### Selected gate families, run 1

Bar = 20 µm.
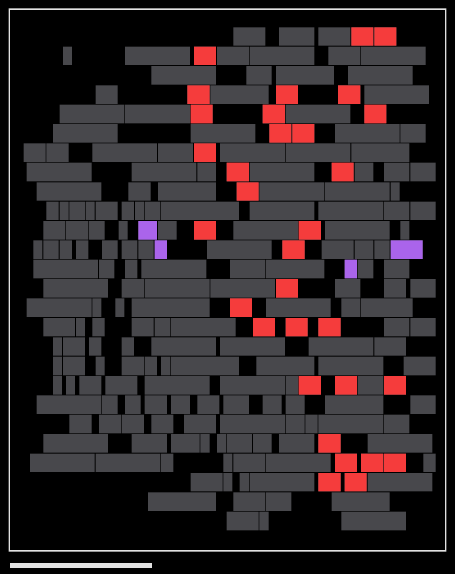
### Pin placement, run 1

Pins as bars across the die edge, other pins in grey.
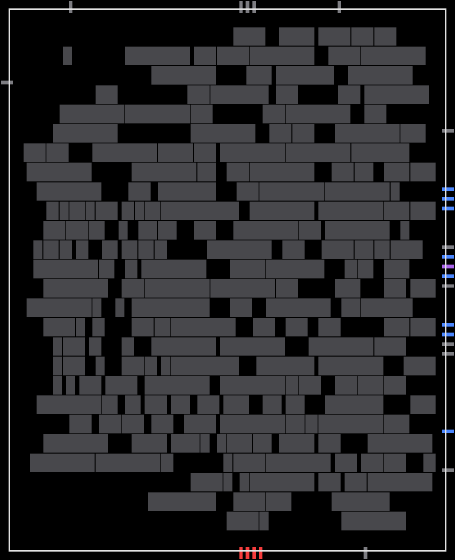
### Sequential cells coloured by netlist name, run 1

Bar = 20 µm. Other sequential cells in the stronger grey, the rest of the logic in the fainter grey.
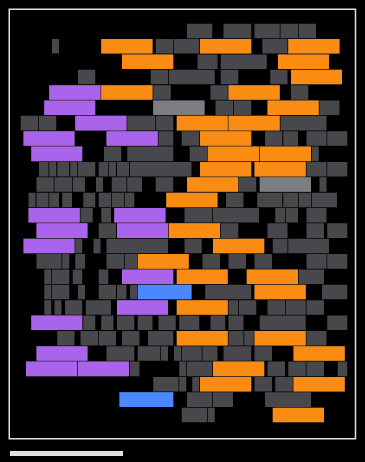
--- src/rtl/keycode_display_sequencer.sv ---
// keycode_display_sequencer: decodes PS/2 break sequences into a 4-deep released-key history
// and scans that history onto a 4-digit display. Optional macro KBD_EXT_CODE_EN adds E0 decoding.
module keycode_display_sequencer #(
    parameter int unsigned REFRESH_DIV = 100000
) (
    input  logic       clk,
    input  logic       rst,
    input  logic       valid_code,
    input  logic [7:0] scan_code_in,
    input  logic       clear,
    output logic [7:0] code_to_display,
    output logic [3:0] seg_en,
    output logic       ext_flag,
    output logic       new_key
);
    localparam logic [7:0] BREAK_CODE = 8'hF0;
`ifdef KBD_EXT_CODE_EN
    localparam logic [7:0] EXT_CODE   = 8'hE0;
`endif
    localparam int unsigned   PW         = (REFRESH_DIV > 1) ? $clog2(REFRESH_DIV) : 1;
    localparam logic [PW-1:0] PRESC_LAST = PW'(REFRESH_DIV - 1);

    typedef enum logic [1:0] {S_IDLE, S_BREAK, S_EXT, S_EXT_BREAK} state_t;

    state_t        state_q, state_d;
    logic          push;
    logic [7:0]    code_q [4];
    logic [PW-1:0] presc_q;
    logic [1:0]    idx_q;
    logic          new_key_q;
`ifdef KBD_EXT_CODE_EN
    logic          push_ext;
    logic [3:0]    ext_q;
`endif

    always_comb begin
        // NOTE: every signal driven here gets a default first, so no path can infer a latch.
        state_d = state_q;
        push    = 1'b0;
`ifdef KBD_EXT_CODE_EN
        push_ext = 1'b0;
`endif
        if (clear) begin
            state_d = S_IDLE;
        end else if (valid_code) begin
            case (state_q)
                S_IDLE: begin
                    if (scan_code_in == BREAK_CODE) state_d = S_BREAK;
`ifdef KBD_EXT_CODE_EN
                    else if (scan_code_in == EXT_CODE) state_d = S_EXT;
`endif
                end
                S_BREAK: begin
`ifdef KBD_EXT_CODE_EN
                    if (scan_code_in != BREAK_CODE && scan_code_in != EXT_CODE) begin
`else
                    if (scan_code_in != BREAK_CODE) begin
`endif
                        push    = 1'b1;
                        state_d = S_IDLE;
                    end
                end
`ifdef KBD_EXT_CODE_EN
                // An extended make code is dropped; only E0 F0 xx records a key.
                S_EXT: state_d = (scan_code_in == BREAK_CODE) ? S_EXT_BREAK : S_IDLE;
                S_EXT_BREAK: begin
                    if (scan_code_in != BREAK_CODE && scan_code_in != EXT_CODE) begin
                        push     = 1'b1;
                        push_ext = 1'b1;
                        state_d  = S_IDLE;
                    end
                end
`endif
                default: state_d = S_IDLE;
            endcase
        end
    end

    // NOTE: sequential state is updated with non-blocking assignments only.
    always_ff @(posedge clk or negedge rst) begin
        if (!rst) begin
            state_q   <= S_IDLE;
            new_key_q <= 1'b0;
        end else begin
            state_q   <= state_d;
            new_key_q <= push;
        end
    end

    // NOTE: the history is four plain flops, so it is reset like any other register.
    always_ff @(posedge clk or negedge rst) begin
        if (!rst) begin
            for (int i = 0; i < 4; i++) code_q[i] <= '0;
        end else if (clear) begin
            for (int i = 0; i < 4; i++) code_q[i] <= '0;
        end else if (push) begin
            code_q[3] <= code_q[2];
            code_q[2] <= code_q[1];
            code_q[1] <= code_q[0];
            code_q[0] <= scan_code_in;
        end
    end

`ifdef KBD_EXT_CODE_EN
    always_ff @(posedge clk or negedge rst) begin
        if (!rst) begin
            ext_q <= '0;
        end else if (clear) begin
            ext_q <= '0;
        end else if (push) begin
            ext_q <= {ext_q[2:0], push_ext};
        end
    end
`endif

    // Digit scan runs free of the decoder, clear and pushes.
    always_ff @(posedge clk or negedge rst) begin
        if (!rst) begin
            presc_q <= '0;
            idx_q   <= 2'd0;
        end else if (presc_q == PRESC_LAST) begin
            presc_q <= '0;
            idx_q   <= idx_q + 2'd1;
        end else begin
            presc_q <= presc_q + 1'b1;
        end
    end

    assign code_to_display = code_q[idx_q];
    assign seg_en          = ~(4'b0001 << idx_q);
    assign new_key         = new_key_q;
`ifdef KBD_EXT_CODE_EN
    assign ext_flag        = ext_q[idx_q];
`else
    assign ext_flag        = 1'b0;
`endif

endmodule

--- config.mk ---
export PLATFORM = sky130hd
export DESIGN_NAME = keycode_display_sequencer
export DESIGN_NICKNAME = d
export VERILOG_FILES = /design/src/rtl/keycode_display_sequencer.sv
export SDC_FILE = /design/constraint.sdc
export NUM_CORES = 1
export LEC_CHECK = 0
export CAP_MARGIN = 20
export CORE_ASPECT_RATIO = 1.25
export CORE_UTILIZATION = 55
export DETAILED_ROUTE_END_ITERATION = 12
export PLACE_DENSITY = 0.78
export SYNTH_ARGS = -nofsm -noshare
export SYNTH_HDL_FRONTEND = slang
export SYNTH_SLANG_ARGS = --single-unit
--- constraint.sdc ---
create_clock -name clk -period 2.2 [get_ports clk]
set_input_delay 0.22 -clock clk [delete_from_list [all_inputs] [get_ports clk]]
set_output_delay 0.22 -clock clk [all_outputs]
set_load 0.02 [all_outputs]
==> impl_report.txt, run 1 <==
RUN METRICS
----------------------------------------------------
[Die]
  Chip height ........................ between 70 and 80 µm
  Placeable Area ........................ ~0.0041 mm²
  Row count ........................ 26
  Die Size ........................ roughly 0.0046 mm²
  Horizontal die dimension ........................ 61.0 µm
  Initial standard-cell utilization of the core ........................ 58.0%

[Pwr]
  Clock Power Share ........................ 42.5%
  Worst voltage drop across the vdd grid ........................ 428 µV
  Total net switching power ........................ 0.000352 W
  Internal Pwr Total ........................ approximately 0.0015 W
  Fraction of power consumed by combinational cells ........................ 3.5%
  Sequential fraction of design power ........................ 54.0%
  Lkg Pwr ........................ 1.41 nW

[Synth]
  Most frequent cells after synthesis ........................ 53 x sky130_fd_sc_hd__dfrtp_1, 32 x sky130_fd_sc_hd__a22o_1, 12 x sky130_fd_sc_hd__nor2_1, 10 x sky130_fd_sc_hd__xnor2_1, 8 x sky130_fd_sc_hd__mux4_2
  Proportion of register bits with asynchronous set or reset after synthesis ........................ 100%
  Count of instantiated cells in the yosys netlist ........................ between 150 and 200
  Unique cell type count in the Yosys netlist ........................ 31
  Dominant cells by area after synthesis ........................ sky130_fd_sc_hd__dfrtp_1 55%, sky130_fd_sc_hd__a22o_1 12%, sky130_fd_sc_hd__mux4_2 7.5%
  Post-synth EDFFs ........................ 0
  Yosys stat chip area ........................ approximately 0.0024 mm²
  Warnings from Yosys ........................ 0
  Seq/Total Area, Yosys ........................ a little under three fifths
  Max-area cell share ........................ ~55%

[Worst setup path]
  Worst R2R Start ........................ presc_q[0]
  Critical Path Fanout Max ........................ 5
  Kind of capture point of the worst setup path ........................ output pin
  Worst setup SP type ........................ register
  Worst reg-to-reg path cell count ........................ 4
  End of the worst register-to-register path ........................ idx_q[1]
  Critical path arrival ........................ 1890 ps

[Global routing]
  Via count of the first global-routing pass ........................ about 1,600
  Total global routing track utilization ........................ a little under a quarter
  Met2 layer usage reported by global route ........................ between 30% and 40%
  Global route overflow ........................ 0
  Met3 GRT Util ........................ between 5 and 6%
  Initial antenna violation count ........................ 0
  Most congested layer reported by global routing ........................ met2

[Timing]
  Post-route fraction of the period consumed by the critical path ........................ 95.8%
  Minimum setup slack in the final design ........................ about 93 ps
  Clock skew after layout ........................ about 5.9 ps
  Slew at the pin closest to its max-slew limit ........................ about 670 ps
  Fmax ........................ between 400 and 500 MHz
  Max-slew headroom ........................ ~55%
  Setup repair after global routing missed its margin ........................ false
  Final setup violation count ........................ 0
  Final hold vios ........................ 0
  Post-layout min period ........................ about 2100 ps

[Detailed routing]
  DR pass1 iterations ........................ 4
  Number of routed nets with antenna violations ........................ 0
  Wire length after detailed routing ........................ 4730 µm
  DRC marker count from the first detailed-route iteration ........................ 118
  DR WL/cell ........................ 17.4 µm
  DRC ........................ 0

[Clocking]
  CTS H-tree lvls ........................ 2
  Number of clock sinks seen by CTS ........................ 53
  Maximum number of buffers from clock root to sink ........................ 2
  Skew-Pair Late Insertion Delay ........................ 310 ps
  Cell at the root of the clock tree ........................ sky130_fd_sc_hd__clkbuf_8
  Clock tree from TritonCTS ........................ yes

[Finish]
  Final layout net count ........................ roughly 230
  Antenna diode count ........................ 0
  # fillers ........................ about 310
  Share of final-layout standard cells stronger than drive strength 1 ........................ around 15%
  P&R area growth vs syn ........................ 20.1%
  Fraction of the core area covered by cells at the end of the flow ........................ 69.7%

[Placement]
  Pre-CTS setup slack ........................ slightly above 70 ps
  Cell count after placement ........................ approximately 260

[Outcome]
  Run status ........................ complete, no violations

----------------------------------------------------
Notes on 'Selected gate families' above:
legend:
  red:
    family: AND-OR and OR-AND gates
    cells: 32
  purple:
    family: inverting AOI/OAI gates
    cells: 4

Notes on 'Pin placement' above:
legend:
  red:
    port: `seg_en`
    pins: 4
    direction: output
    edge: south
  blue:
    port: `scan_code_in`
    pins: 8
    direction: input
    edge: east
  purple:
    port: `valid_code`
    pins: 1
    direction: input
    edge: east
all pins by edge: 15 east, 5 north, 5 south, 1 west

Notes on 'Sequential cells coloured by netlist name' above:
legend:
  orange:
    netlist_name: `code_q`
    placed_flops: 32
  purple:
    netlist_name: `presc_q`
    placed_flops: 17
  blue:
    netlist_name: `idx_q`
    placed_flops: 2
not coloured: 2

==> run 1: how the worst max path moves through the flow <==
stage	from	slack (ps)	endpoint	depth (start not counted)
after floorplan	scan_code_in[2]	650	code_q[0]	5
after global placement	idx_q[0]	130	code_to_display[1]	2
after detailed placement	scan_code_in[7]	70	code_q[24]	6
after CTS	idx_q[0]	30	code_to_display[5]	3
after global routing	idx_q[0]	10	seg_en[3]	5
final	idx_q[0]	90	seg_en[3]	5
==> run 1: registers in the layout, summed over array words and instances (netlist names) <==
name	cells
idx_q	2
state_q	1
new_key	1
code_q	32
presc_q	17
==> run 1: cells by family (layout without fill, tap and decap cells) <==
kind of cell | count (synthesis) | count (layout) | share of synthesized area [%]
simple gates | 48 | 48 | 11.3
other cells | 1 | 1 | 0.157
buf+inv | 17 | 49 | 4.18
xor+xnor | 15 | 15 | 5.48
mux | 9 | 9 | 7.99
compound gates | 36 | 36 | 13.0
fa+ha+maj | 5 | 5 | 2.61
flops | 53 | 53 | 55.4
==> run 1: power by group through the flow <==
stage          registers, W  logic [W]  clock network (W)
5_1_grt            0.000974  0.0000710           0.000814
3_3_place_gp       0.000993  0.0000609                  0
4_1_cts            0.000973  0.0000645           0.000771
2_1_floorplan      0.000993  0.0000200                  0
3_5_place_dp       0.000993  0.0000627                  0
6_report           0.000973  0.0000633           0.000766
==> run 1: critical path, cell delays in order, from the launching register on <==
cell and delay [ps]:
sky130_fd_sc_hd__dfrtp_2 430, sky130_fd_sc_hd__buf_2 180, sky130_fd_sc_hd__buf_4 150, sky130_fd_sc_hd__ha_1 180, sky130_fd_sc_hd__inv_1 50, sky130_fd_sc_hd__clkdlybuf4s50_1 590
==> run 1: layer usage <==
metal,wire length [µm],vias up
met5,0,-
met2,2490,33
met3,166,6
met1,2010,832
met4,69,0
li1,-,737
==> run 1: cell usage in the layout, fill, tap and decap left out, drive strengths merged, types with 3 or more instances in the layout <==
cell type      synthesis  routed
a22o                  32      32
and4                   3       3
buf                   10      11
clkbuf                 1       5
clkdlybuf4s50          0      15
dfrtp                 53      53
dlymetal6s2s           0       8
ha                     5       5
inv                    6       6
mux4                   8       8
nand2                  5       5
nand3                  6       6
nand4                  7       7
nor2                  12      12
nor3                   4       4
xnor2                 10      10
xor2                   5       5
==> run 1: stage by stage <==
step                      instance area [µm²]  hold slack, ps
after floorplan                          2400           -75.6
after global placement                   2690             280
after detailed placement                 2690             289
after CTS                                2860             490
after global routing                     2880             528
final                                    2880             477
==> run 1: area by class of cell <==
| type | count | area [µm²] | area share, % |
|---|---|---|---|
| inverters | 6 | 22.5 | 0.783 |
| well taps | 56 | 70.1 | 2.43 |
| repair buffers | 35 | 350 | 12.2 |
| clock buffers | 5 | 68.8 | 2.39 |
| flip-flops and latches | 53 | 1330 | 46.2 |
| clock inverters | 3 | 65.1 | 2.26 |
| multi-input cells | 114 | 972 | 33.8 |
==> run 1: timing repair <==
action | 4_1_cts | 5_1_grt
endpoints found under the hold margin | 30 | 0
buffers inserted | 3 | 0
resized | 2 | 8
endpoints found under the setup margin | 12 | 8
hold buffers | 1 | 0
--- run 2 (diff from run 1) ---
CAP_MARGIN = 10   (was 20)
### Sequential cells coloured by netlist name, run 2

Bar = 20 µm. Other sequential cells in the stronger grey, the rest of the logic in the fainter grey.
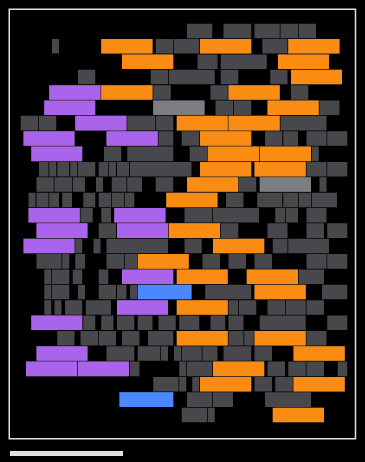
legend:
  purple:
    netlist_name: `presc_q`
    placed_flops: 17
  blue:
    netlist_name: `idx_q`
    placed_flops: 2
  orange:
    netlist_name: `code_q`
    placed_flops: 32

==> impl_report.txt, run 2 <==
RUN METRICS
----------------------------------------------------
[Clocking]
  CTS H-tree lvls ........................ 2
  Cell at the root of the clock tree ........................ sky130_fd_sc_hd__clkbuf_8
  Clock tree from TritonCTS ........................ yes
  Number of clock sinks seen by CTS ........................ between 50 and 60
  Clock transition at path regs ........................ around 90 ps
  Clock buffers created by TritonCTS ........................ 5
  Skew-Pair Late Insertion Delay ........................ slightly above 300 ps
  Maximum number of buffers from clock root to sink ........................ 2

[Timing]
  Hold_ws ........................ 477 ps
  Sum of negative setup slack ........................ 0 ps
  Slew at the pin closest to its max-slew limit ........................ roughly 670 ps
  Final setup violation count ........................ 0
  Clock skew after layout ........................ about 5.9 ps
  Fmax ........................ roughly 470 MHz
  Setup repair after global routing missed its margin ........................ false
  Max-slew headroom ........................ 55.3%
  Post-layout min period ........................ between 2000 and 2500 ps
  Final hold vios ........................ 0
  Post-route fraction of the period consumed by the critical path ........................ between 90 and 100%
  Max-slew violation total from the final report ........................ 0

[Global routing]
  Global route overflow ........................ 0
  Via count of the first global-routing pass ........................ ~1,600
  Largest net degree at the start of global routing ........................ 33
  Global-route wire length before repair ........................ 7620 µm
  Total global routing track utilization ........................ between 20% and 30%
  Initial antenna violation count ........................ 0

[Synth]
  Synthesized area per cell ........................ ~13 µm²
  Yosys stat chip area ........................ ~0.0024 mm²
  Xor/xnor share of the synthesized area ........................ approximately 5.5%
  Seq/Total Area, Yosys ........................ 55.4%
  And+or+nand+nor area frac ........................ 11.3%
  Max-area cell share ........................ between 50% and 60%
  Main logic family ........................ AND-OR/OR-AND gates
  Proportion of register bits with asynchronous set or reset after synthesis ........................ 100%
  Dominant cells by area after synthesis ........................ sky130_fd_sc_hd__dfrtp_1 55%, sky130_fd_sc_hd__a22o_1 12%, sky130_fd_sc_hd__mux4_2 7.5%
  Post-synth EDFFs ........................ 0
  Library cell with the highest instance count after synthesis ........................ sky130_fd_sc_hd__dfrtp_1
  Most frequent cells after synthesis ........................ 53 x sky130_fd_sc_hd__dfrtp_1, 32 x sky130_fd_sc_hd__a22o_1, 12 x sky130_fd_sc_hd__nor2_1, 10 x sky130_fd_sc_hd__xnor2_1, 8 x sky130_fd_sc_hd__mux4_2
  Count of instantiated cells in the yosys netlist ........................ between 150 and 200
  Syn Std Cell Area ........................ approximately 0.0024 mm²
  Number of nets in the synthesized netlist ........................ ~200
  Warnings from Yosys ........................ 0
  Number of storage elements in the synthesis netlist ........................ roughly 53
  Aoi/oai-family share of the synthesized area ........................ 13.0%
  Main synth FF type ........................ sky130_fd_sc_hd__dfrtp_1
  Cells after synthesis ........................ 184
  Area fraction in full adders, half adders and majority gates ........................ around 2.6%
  Multiplexer area fraction after synthesis ........................ 7.99%
  Cell type with the highest aggregate area in the netlist ........................ sky130_fd_sc_hd__dfrtp_1
  Unique cell type count in the Yosys netlist ........................ 31

[Detailed routing]
  DR WL/cell ........................ around 17 µm
  DR pass1 iterations ........................ 4
  Met3 layer wire length in the routed design ........................ 166 µm
  Detailed-route wire length on metal 1 ........................ roughly 2000 µm
  Number of routed nets with antenna violations ........................ 0
  Post-DR vias/cell ........................ a little under 6
  DRC marker count from the first detailed-route iteration ........................ roughly 120
  Number of vias in the routed layout ........................ 1,608
  DRC ........................ 0
  Met2 wire length ........................ about 2500 µm
  Wire length after detailed routing ........................ around 4700 µm
  Top Metal Used ........................ met4

[Worst setup path]
  Family of cells with the greatest summed delay on the critical path ........................ buffers and inverters
  Maximum single-stage delay on the critical path ........................ ~590 ps
  End of the worst register-to-register path ........................ idx_q[1]
  Cells traversed along the worst timing path ........................ buf_2, buf_4, ha_1, inv_1, clkdlybuf4s50_1
  CP max stage cell ........................ sky130_fd_sc_hd__clkdlybuf4s50_1
  Critical path arrival ........................ 1890 ps
  Worst setup SP type ........................ register
  Worst R2R Start ........................ presc_q[0]
  Critical Path Fanout Max ........................ 5
  Worst reg-to-reg path cell count ........................ 4
  Worst setup path class ........................ reg2out
  CP Data Required Time ........................ roughly 2000 ps
  Kind of capture point of the worst setup path ........................ output pin
  Setup slack of the worst register-to-register path ........................ ~520 ps
  Critical path buffers and inverters ........................ 4

[Finish]
  Register with the highest flop count ........................ code_q
  Commonest non-fill, non-tap cells in the layout ........................ 51 x sky130_fd_sc_hd__dfrtp_1, 32 x sky130_fd_sc_hd__a22o_1, 15 x sky130_fd_sc_hd__clkdlybuf4s50_1
  Leading registers by flop count ........................ code_q: 32 flops, presc_q: 17 flops, idx_q: 2 flops
  Antenna diode count ........................ 0
  # fillers ........................ approximately 310
  Share of final-layout standard cells stronger than drive strength 1 ........................ between 10% and 20%
  P&R area growth vs syn ........................ 20.1%
  Final Cell Area ........................ between 0.002 and 0.003 mm²
  Number of flip-flops under the largest register name ........................ 32
  Fraction of the core area covered by cells at the end of the flow ........................ ~70%
  Most frequently placed logic cell in the final layout ........................ sky130_fd_sc_hd__dfrtp_1
  Final layout net count ........................ around 230

[Pwr]
  Tot Pwr ........................ between 0.0015 and 0.002 W
  Power density cells ........................ about 630 mW/mm²
  Worst voltage drop across the vdd grid ........................ 428 µV
  Lkg Pwr ........................ around 1.4 nW

[Placement]
  Half-perimeter wire length after detailed placement ........................ roughly 3100 µm
  Tally of buffers added on design ports ........................ 24
  Weighted congestion reported at the end of routability-driven placement ........................ approximately 0.9
  Total cell area at the placement stage ........................ between 0.002 and 0.003 mm²

[Die]
  Horizontal die dimension ........................ roughly 61 µm
  Chip height ........................ 75.8 µm
  Initial standard-cell utilization of the core ........................ between 50% and 60%
  Number of primary I/O pins ........................ 26
  Row count ........................ 26
  Placeable Area ........................ 0.00413 mm²
  Die Size ........................ ~0.0046 mm²

[Job]
  Number of OpenROAD warnings ........................ 29
  Max Cap Violations ........................ 0

[Outcome]
  Run status ........................ complete, no violations

[Hold path]
  Kind of path behind the tightest hold check ........................ in2async

----------------------------------------------------
### Pin placement, run 2

Pins as bars across the die edge, other pins in grey.
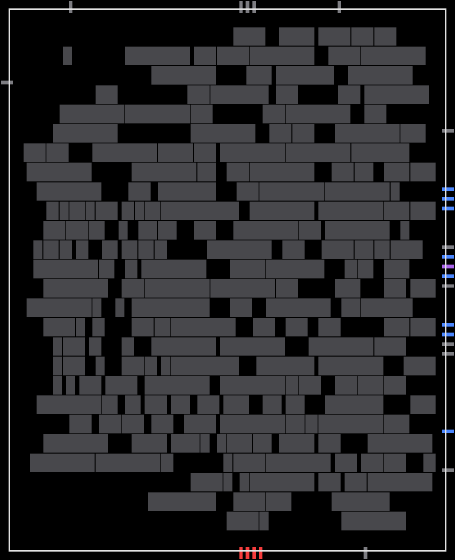
legend:
  red:
    port: `seg_en`
    pins: 4
    direction: output
    edge: south
  blue:
    port: `scan_code_in`
    pins: 8
    direction: input
    edge: east
  purple:
    port: `valid_code`
    pins: 1
    direction: input
    edge: east
all pins by edge: 15 east, 5 north, 5 south, 1 west

-- run 2: area by class of cell --
type / instances / area (µm²) / area share [%]
clock buffer: 5 / 68.8 / 2.39
clock inverter: 3 / 65.1 / 2.26
inverter: 6 / 22.5 / 0.783
multi-input combinational: 114 / 972 / 33.8
sequential: 53 / 1330 / 46.2
tap: 56 / 70.1 / 2.43
timing repair buffer: 35 / 350 / 12.2
-- run 2: layer usage --
layer | track usage, % | vias to the layer above
met3 | 5.77 | 6
li1 | - | 737
met4 | 9.60 | 0
met1 | 28.9 | 832
met2 | 38.6 | 33
met5 | 0 | -
-- run 2: how the worst max path moves through the flow --
stage          depth (start not counted)            start  slack (ps)                  to
4_1_cts                                3         idx_q[0]          30  code_to_display[5]
3_3_place_gp                           2         idx_q[0]         130  code_to_display[1]
5_1_grt                                5         idx_q[0]          10           seg_en[3]
3_5_place_dp                           6  scan_code_in[7]          70          code_q[24]
2_1_floorplan                          5  scan_code_in[2]         650           code_q[0]
6_report                               5         idx_q[0]          90           seg_en[3]
-- run 2: cells by family after synthesis --
kind of cell,Yosys count
xor gates and xnor gates,15
AOI/OAI and AO/OA,36
adders and majority gates,5
DFF,53
and+or+nand+nor,48
other,1
muxes,9
buffers and inverters,17
-- run 2: per-stage QoR --
step	setup WS, ps	cells
floorplan	648	184
global placement	128	260
detailed placement	72.6	260
CTS	27.0	272
global route	13.5	272
finish	93.5	272
-- run 2: power breakdown --
group	switching, W	internal [W]	leakage [nW]
Sequential	0.0000000797	0.000973	0.723
Clock	0.000315	0.000452	0.0681
Combinational	0.0000369	0.0000264	0.616
Total	0.000352	0.00145	1.41
-- run 2: timing repair --
item / in CTS / in global routing
gates resized: 2 / 8
setup buffers: 3 / 0
hold endpoints to repair: 30 / 0
hold buffers: 1 / 0
endpoints found under the setup margin: 12 / 8
Power and IR drop assume default switching activity.
